Design ymdu, sky130hd; sources not shown.
Figure 1. Track usage over the die.
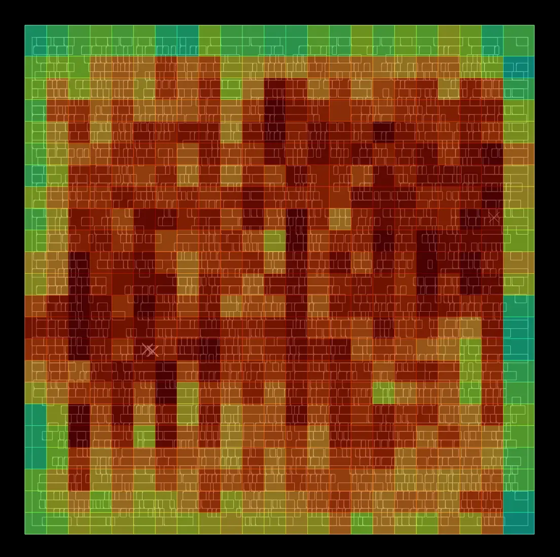
GRT Overall Usage: 49.6%
met2 GRT Util: 73.9%
global route hottest layer: met2

Figure 2. Wiring by layer.
Bar = 50 um. Only two layers are drawn.
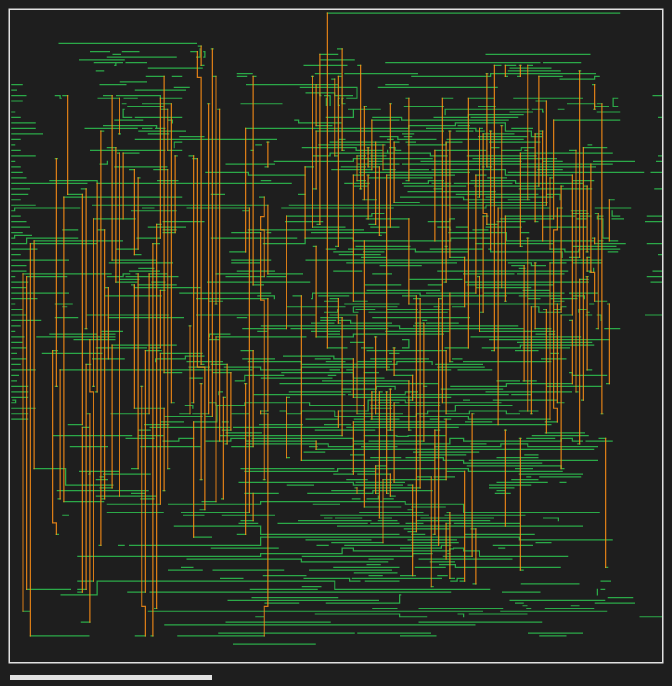
- green: met3 (wire length 9280 um)
- orange: met4 (wire length 6430 um)
Vias: 18000
wirelength, routed: 65.3 mm
DR WL/cell: 25.7 um

Figure 3. Met1 routing.
Bar = 50 um.
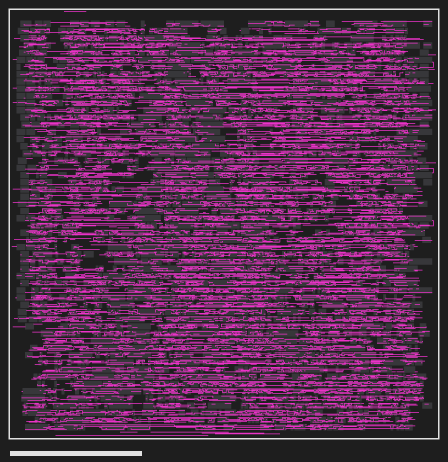
- longest straight run: 57.5 um
- share of all routed wire: 35%
met1 usage: 59.2%

==> notes.md <==
flow finished, numbers: Metal-1 WL=22.6 mm, Commonest Layout Cell=o21ai_0, YS warnings=0, IO buf count=103, # Post-CTS Setup Buffers=2, top cells by count=o21ai_0, nand2_1, nor2_1, minimum clock period=3810 ps, insertion delay to the later sink of the worst-skew pair=450 ps, Die Ht=162 um, met3 Track Usage GR=16.4%, Starting DRT DRC Count=2722, largest net degree at the start of global routing=102, seq pwr=2560 uW, status=complete, but fails checks, slowest stage cell, crit path=clkbuf_1, Log Warnings=30, yosys stat area=15200 sq um, core area=24400 sq um, Ports=105, CTS resizes=24, fa+ha+maj area frac=6.21%, combinational gate power=8180 uW, failing checks=DRC, max reg flops=64, dpl cells=2503, Hold-fix buffers, CTS=0, Hold Path Class=input pin to asynchronous set/reset pin, ys flops=142, DRT Pass-1 Iters=9, clock buffer count from CTS=17, grt ovf=0, number of global-route vias before repair=17100, non-clock inverter total of the final layout=72, Worst path top cell family by delay=buffers and inverters, critical path class=input pin to flip-flop, Fmax achieved=262 MHz, synthesized instance count=2075, Worst-path clk slew=70 ps, logic area=10900 sq um, crit-path cells=clkbuf_2 > clkinv_1 > clkbuf_1 > ha_1 > nand2b_1 > o21ai_0 > and2_1 > clkbuf_1 > clkbuf_2 > o31ai_1 > xnor2_1 > a21oi_1 > o21ai_0, post-layout power=12400 uW, max-slew violations=0, synth top area cells=dfrtp_1, o21ai_0, a21oi_1, xnor2_1, ha_1, Clock power frac=13.5%, crit start category=input pin, setup TNS=0 ps, Final ANT Viol Nets=0, residual DRC count=9
No activity file was given, so power comes from the tool's default toggle rates.
